==> src/rtl/cache_arbiter_if.sv <==
// Memory-side bus shared by the I-cache, the D-cache and physical memory.
// The arbiter uses the master view; caches and memory use the slave view.
interface cache_arbiter_if #(
    parameter int ADDR_WIDTH = 16,
    parameter int LINE_WIDTH = 128
);
    // I-cache side (read only)
    logic                  icache_pmem_read;
    logic [ADDR_WIDTH-1:0] icache_pmem_address;
    logic [LINE_WIDTH-1:0] icache_pmem_rdata;
    logic                  icache_pmem_resp;

    // D-cache side
    logic                  dcache_pmem_read;
    logic                  dcache_pmem_write;
    logic [ADDR_WIDTH-1:0] dcache_pmem_address;
    logic [LINE_WIDTH-1:0] dcache_pmem_wdata;
    logic [LINE_WIDTH-1:0] dcache_pmem_rdata;
    logic                  dcache_pmem_resp;

    // Physical memory side
    logic                  pmem_read;
    logic                  pmem_write;
    logic [ADDR_WIDTH-1:0] pmem_address;
    logic [LINE_WIDTH-1:0] pmem_wdata;
    logic [LINE_WIDTH-1:0] pmem_rdata;
    logic                  pmem_resp;

    modport master (
        input  icache_pmem_read, icache_pmem_address,
        output icache_pmem_rdata, icache_pmem_resp,
        input  dcache_pmem_read, dcache_pmem_write, dcache_pmem_address, dcache_pmem_wdata,
        output dcache_pmem_rdata, dcache_pmem_resp,
        output pmem_read, pmem_write, pmem_address, pmem_wdata,
        input  pmem_rdata, pmem_resp
    );

    modport slave (
        output icache_pmem_read, icache_pmem_address,
        input  icache_pmem_rdata, icache_pmem_resp,
        output dcache_pmem_read, dcache_pmem_write, dcache_pmem_address, dcache_pmem_wdata,
        input  dcache_pmem_rdata, dcache_pmem_resp,
        input  pmem_read, pmem_write, pmem_address, pmem_wdata,
        output pmem_rdata, pmem_resp
    );
endinterface

==> src/rtl/cache_arbiter.sv <==
// Round-robin arbiter sharing one physical-memory port between the I-cache
// and the D-cache. The granted command is registered and held until memory
// responds; the response is routed combinationally to the owner.
module cache_arbiter #(
    parameter int ADDR_WIDTH = 16,
    parameter int LINE_WIDTH = 128
) (
    input  logic             clk,
    input  logic             rst,
    cache_arbiter_if.master  bus
);
    typedef enum logic [1:0] {
        IDLE    = 2'd0,
        SERVE_I = 2'd1,
        SERVE_D = 2'd2
    } state_t;

    state_t                state;
    state_t                state_next;
    logic                  last_d;      // 1: D-cache was granted most recently
    logic                  grant_i;
    logic                  grant_d;
    logic                  i_req;
    logic                  d_req;

    logic                  read_q;
    logic                  write_q;
    logic [ADDR_WIDTH-1:0] addr_q;
    logic [LINE_WIDTH-1:0] wdata_q;

    assign i_req = bus.icache_pmem_read;
    assign d_req = bus.dcache_pmem_read | bus.dcache_pmem_write;

    assign bus.pmem_read    = read_q;
    assign bus.pmem_write   = write_q;
    assign bus.pmem_address = addr_q;
    assign bus.pmem_wdata   = wdata_q;

    // Line data is broadcast; each cache qualifies it with its own resp.
    assign bus.icache_pmem_rdata = bus.pmem_rdata;
    assign bus.dcache_pmem_rdata = bus.pmem_rdata;

    // State, round-robin pointer and latched memory command.
    always_ff @(posedge clk) begin
        if (rst) begin
            state   <= IDLE;
            last_d  <= 1'b1;
            read_q  <= 1'b0;
            write_q <= 1'b0;
            addr_q  <= '0;
            wdata_q <= '0;
        end else begin
            state <= state_next;
            if (grant_i) begin
                last_d  <= 1'b0;
                read_q  <= 1'b1;
                write_q <= 1'b0;
                addr_q  <= bus.icache_pmem_address;
            end else if (grant_d) begin
                last_d  <= 1'b1;
                // Read together with write counts as a writeback.
                read_q  <= ~bus.dcache_pmem_write;
                write_q <= bus.dcache_pmem_write;
                addr_q  <= bus.dcache_pmem_address;
                if (bus.dcache_pmem_write) begin
                    wdata_q <= bus.dcache_pmem_wdata;
                end
            end else if (state_next == IDLE) begin
                read_q  <= 1'b0;
                write_q <= 1'b0;
            end
        end
    end

    // Grant decision: tie goes to the requester not served last; at the end of
    // a transfer only the other requester may be granted on that edge.
    always_comb begin
        state_next = state;
        grant_i    = 1'b0;
        grant_d    = 1'b0;
        case (state)
            IDLE: begin
                if (i_req && (!d_req || last_d)) begin
                    grant_i = 1'b1;
                end else if (d_req) begin
                    grant_d = 1'b1;
                end
            end
            SERVE_I: begin
                if (bus.pmem_resp) begin
                    if (d_req) begin
                        grant_d = 1'b1;
                    end else begin
                        state_next = IDLE;
                    end
                end
            end
            SERVE_D: begin
                if (bus.pmem_resp) begin
                    if (i_req) begin
                        grant_i = 1'b1;
                    end else begin
                        state_next = IDLE;
                    end
                end
            end
            default: state_next = IDLE;
        endcase
        if (grant_i) begin
            state_next = SERVE_I;
        end else if (grant_d) begin
            state_next = SERVE_D;
        end
    end

    // Route the memory response to the current owner only.
    always_comb begin
        bus.icache_pmem_resp = 1'b0;
        bus.dcache_pmem_resp = 1'b0;
        if (state == SERVE_I) begin
            bus.icache_pmem_resp = bus.pmem_resp;
        end
        if (state == SERVE_D) begin
            bus.dcache_pmem_resp = bus.pmem_resp;
        end
    end
endmodule
==> src/flat_wrapper.sv <==
// flat-port wrapper written by rule: the top's interface ports become plain ports
module cache_arbiter_flat 
#(
    parameter int ADDR_WIDTH = 16,
    parameter int LINE_WIDTH = 128
)
  (clk, rst, bus_icache_pmem_read, bus_icache_pmem_address, bus_icache_pmem_rdata, bus_icache_pmem_resp, bus_dcache_pmem_read, bus_dcache_pmem_write, bus_dcache_pmem_address, bus_dcache_pmem_wdata, bus_dcache_pmem_rdata, bus_dcache_pmem_resp, bus_pmem_read, bus_pmem_write, bus_pmem_address, bus_pmem_wdata, bus_pmem_rdata, bus_pmem_resp);
  cache_arbiter_if #(.ADDR_WIDTH(ADDR_WIDTH), .LINE_WIDTH(LINE_WIDTH)) bus_i ();
  input  logic clk;
  input  logic rst;
  input wire logic [$bits(bus_i.icache_pmem_read)-1:0] bus_icache_pmem_read;
  input wire logic [$bits(bus_i.icache_pmem_address)-1:0] bus_icache_pmem_address;
  output wire logic [$bits(bus_i.icache_pmem_rdata)-1:0] bus_icache_pmem_rdata;
  output wire logic [$bits(bus_i.icache_pmem_resp)-1:0] bus_icache_pmem_resp;
  input wire logic [$bits(bus_i.dcache_pmem_read)-1:0] bus_dcache_pmem_read;
  input wire logic [$bits(bus_i.dcache_pmem_write)-1:0] bus_dcache_pmem_write;
  input wire logic [$bits(bus_i.dcache_pmem_address)-1:0] bus_dcache_pmem_address;
  input wire logic [$bits(bus_i.dcache_pmem_wdata)-1:0] bus_dcache_pmem_wdata;
  output wire logic [$bits(bus_i.dcache_pmem_rdata)-1:0] bus_dcache_pmem_rdata;
  output wire logic [$bits(bus_i.dcache_pmem_resp)-1:0] bus_dcache_pmem_resp;
  output wire logic [$bits(bus_i.pmem_read)-1:0] bus_pmem_read;
  output wire logic [$bits(bus_i.pmem_write)-1:0] bus_pmem_write;
  output wire logic [$bits(bus_i.pmem_address)-1:0] bus_pmem_address;
  output wire logic [$bits(bus_i.pmem_wdata)-1:0] bus_pmem_wdata;
  input wire logic [$bits(bus_i.pmem_rdata)-1:0] bus_pmem_rdata;
  input wire logic [$bits(bus_i.pmem_resp)-1:0] bus_pmem_resp;
  assign bus_i.icache_pmem_read = bus_icache_pmem_read;
  assign bus_i.icache_pmem_address = bus_icache_pmem_address;
  assign bus_icache_pmem_rdata = bus_i.icache_pmem_rdata;
  assign bus_icache_pmem_resp = bus_i.icache_pmem_resp;
  assign bus_i.dcache_pmem_read = bus_dcache_pmem_read;
  assign bus_i.dcache_pmem_write = bus_dcache_pmem_write;
  assign bus_i.dcache_pmem_address = bus_dcache_pmem_address;
  assign bus_i.dcache_pmem_wdata = bus_dcache_pmem_wdata;
  assign bus_dcache_pmem_rdata = bus_i.dcache_pmem_rdata;
  assign bus_dcache_pmem_resp = bus_i.dcache_pmem_resp;
  assign bus_pmem_read = bus_i.pmem_read;
  assign bus_pmem_write = bus_i.pmem_write;
  assign bus_pmem_address = bus_i.pmem_address;
  assign bus_pmem_wdata = bus_i.pmem_wdata;
  assign bus_i.pmem_rdata = bus_pmem_rdata;
  assign bus_i.pmem_resp = bus_pmem_resp;
  cache_arbiter #(.ADDR_WIDTH(ADDR_WIDTH), .LINE_WIDTH(LINE_WIDTH)) u_core (.clk(clk), .rst(rst), .bus(bus_i));
endmodule
==> config.mk <==
export PLATFORM = sky130hd
export DESIGN_NAME = cache_arbiter_flat
export DESIGN_NICKNAME = d
export VERILOG_FILES = /design/src/rtl/cache_arbiter_if.sv /design/src/rtl/cache_arbiter.sv /design/src/flat_wrapper.sv
export SDC_FILE = /design/constraint.sdc
export NUM_CORES = 1
export LEC_CHECK = 0
export ABC_CLOCK_PERIOD_IN_PS = 1500
export CORE_AREA = 3 3 267 269
export CTS_CLUSTER_SIZE = 16
export DETAILED_ROUTE_END_ITERATION = 10
export DIE_AREA = 0 0 270 272
export MAX_ROUTING_LAYER = met4
export PLACE_DENSITY = 0.47
export SYNTH_ARGS = -nofsm -noshare
export SYNTH_HDL_FRONTEND = slang
export SYNTH_SLANG_ARGS = --single-unit
==> constraint.sdc <==
create_clock -name clk -period 1.5 [get_ports clk]
set_input_delay 0.3 -clock clk [delete_from_list [all_inputs] [get_ports clk]]
set_output_delay 0.3 -clock clk [all_outputs]
set_load 0.01 [all_outputs]
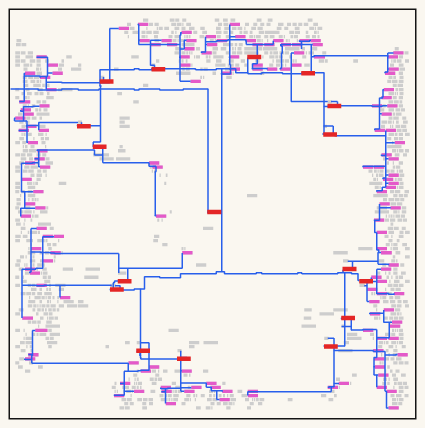
**Above:** clock distribution.
Drawn at 1.5 px/um.
legend:
  blue:
    item: clock wires
    length: 3160 um
  red:
    item: clock drivers
    count: 17
  magenta:
    item: flip-flops
    count: 149
routed clock nets: 18
flops lie: spread over the die

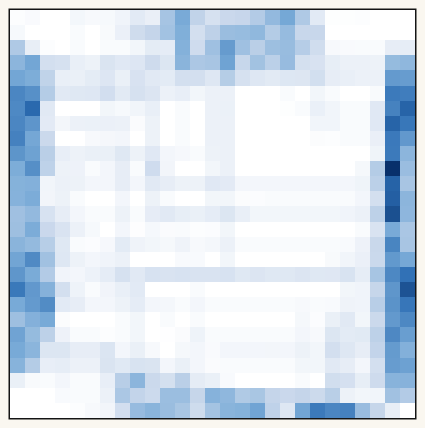
**Above:** wire density map.
Drawn at 1.5 px/um. The die is cut into 27 by 27 equal tiles; white is low, dark blue is high, scaled to the fullest tile. Values are wire area over tile area, all layers added.
mean over tiles: 0.081
emptiest ninth of the die: middle
nearly empty tiles: 20%
fullest tile: 0.51
total global-route track usage: 9.23%
vias after detailed routing: 6672

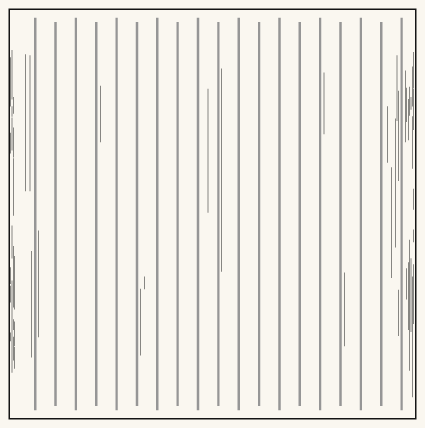
**Above:** met4 routing.
Drawn at 1.5 px/um. Supply wires on this layer in gray.
wire length on this layer: 2050 um
longest straight run: 135 um
main direction: vertical
nets with wire on the layer: 45

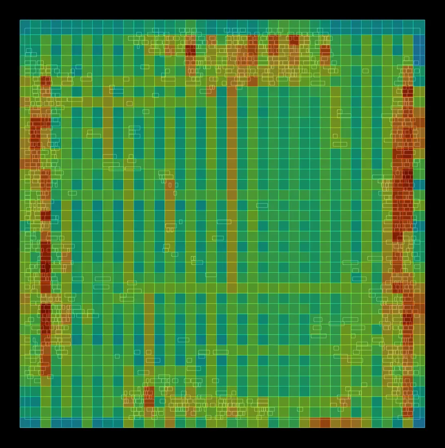
**Above:** track usage over the die.
Util after Layout: 18.5%
met2 usage: 13.7%

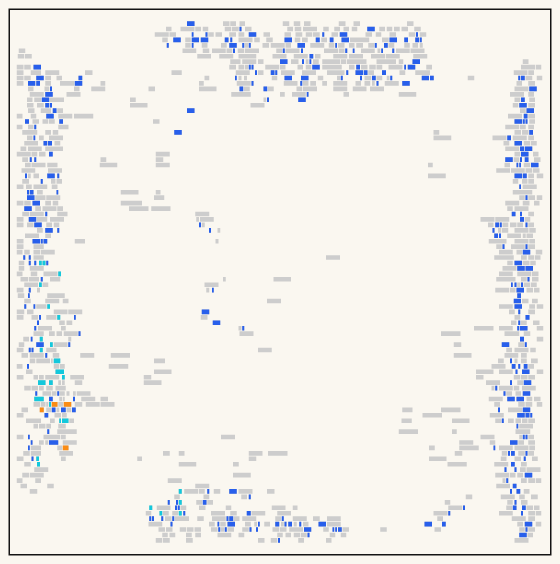
**Above:** selected gate families.
Drawn at 2 px/um.
legend:
  orange:
    family: AND and OR gates
    cells: 4
    where: bottom left
  cyan:
    family: NOR gates
    cells: 25
  blue:
    family: NAND gates
    cells: 298
    where: spread over the die

Yosys cell counts, types with 2 or more instances:
library cell	number
nand2_1	292
buf_4	268
dfxtp_1	149
a21oi_1	133
buf_2	21
clkbuf_1	19
nor3_1	18
a311oi_2	10
a311oi_1	6
nand2b_1	4
buf_6	3
inv_1	3
nor2_1	3
o21ai_0	2
metrics by stage:
stage / worst slack, ps / utilization, % / instance area, um^2 / total power [mW]
after floorplan: 30.5 / - / 7490 / 6.37
after global placement: -625 / 14.6 / 10100 / 7.33
after detailed placement: -609 / 14.6 / 10100 / 7.35
after CTS: -212 / 16.9 / 11600 / 12.9
after global routing: -223 / 18.5 / 12700 / 13.8
final: -152 / 18.5 / 12700 / 13.1
==> run_results.csv <==
group,metric,value,unit
outcome,status,"finished, violations left",
outcome,violations,"setup timing",
logic_synthesis,ys_cells,949,
power,ir_drop,0.532,mV
hold_path,hp-start,"rst",
setup_path,critPathLaunchType,"register",
job,warnings,28,
logic_synthesis,synth_top_cell_by_area,"dfxtp_1",
clock_tree,clockBufferDepth,2,
sta,final.setup.worst_slack,-152,ps
logic_synthesis,syn_nets,1243,
die,fp_util,10.9,%
power,largestPowerGroup,"registers",
logic_synthesis,ys_top_logic_family,"buffers and inverters",
setup_path,reg2reg_from,"u_core.state[0]",
setup_path,path_cells,"inv_1 > and3_1 > clkdlybuf4s15_2",
grt,overflow,0,
setup_path,critical_path_required,1200,ps
sta,final-setup-viol-count,144,
power,switchingPower,4.32,mW
power,p_per_area,1030,nW/um^2
Power figures rest on the tool's default switching activity, not on a simulated workload.
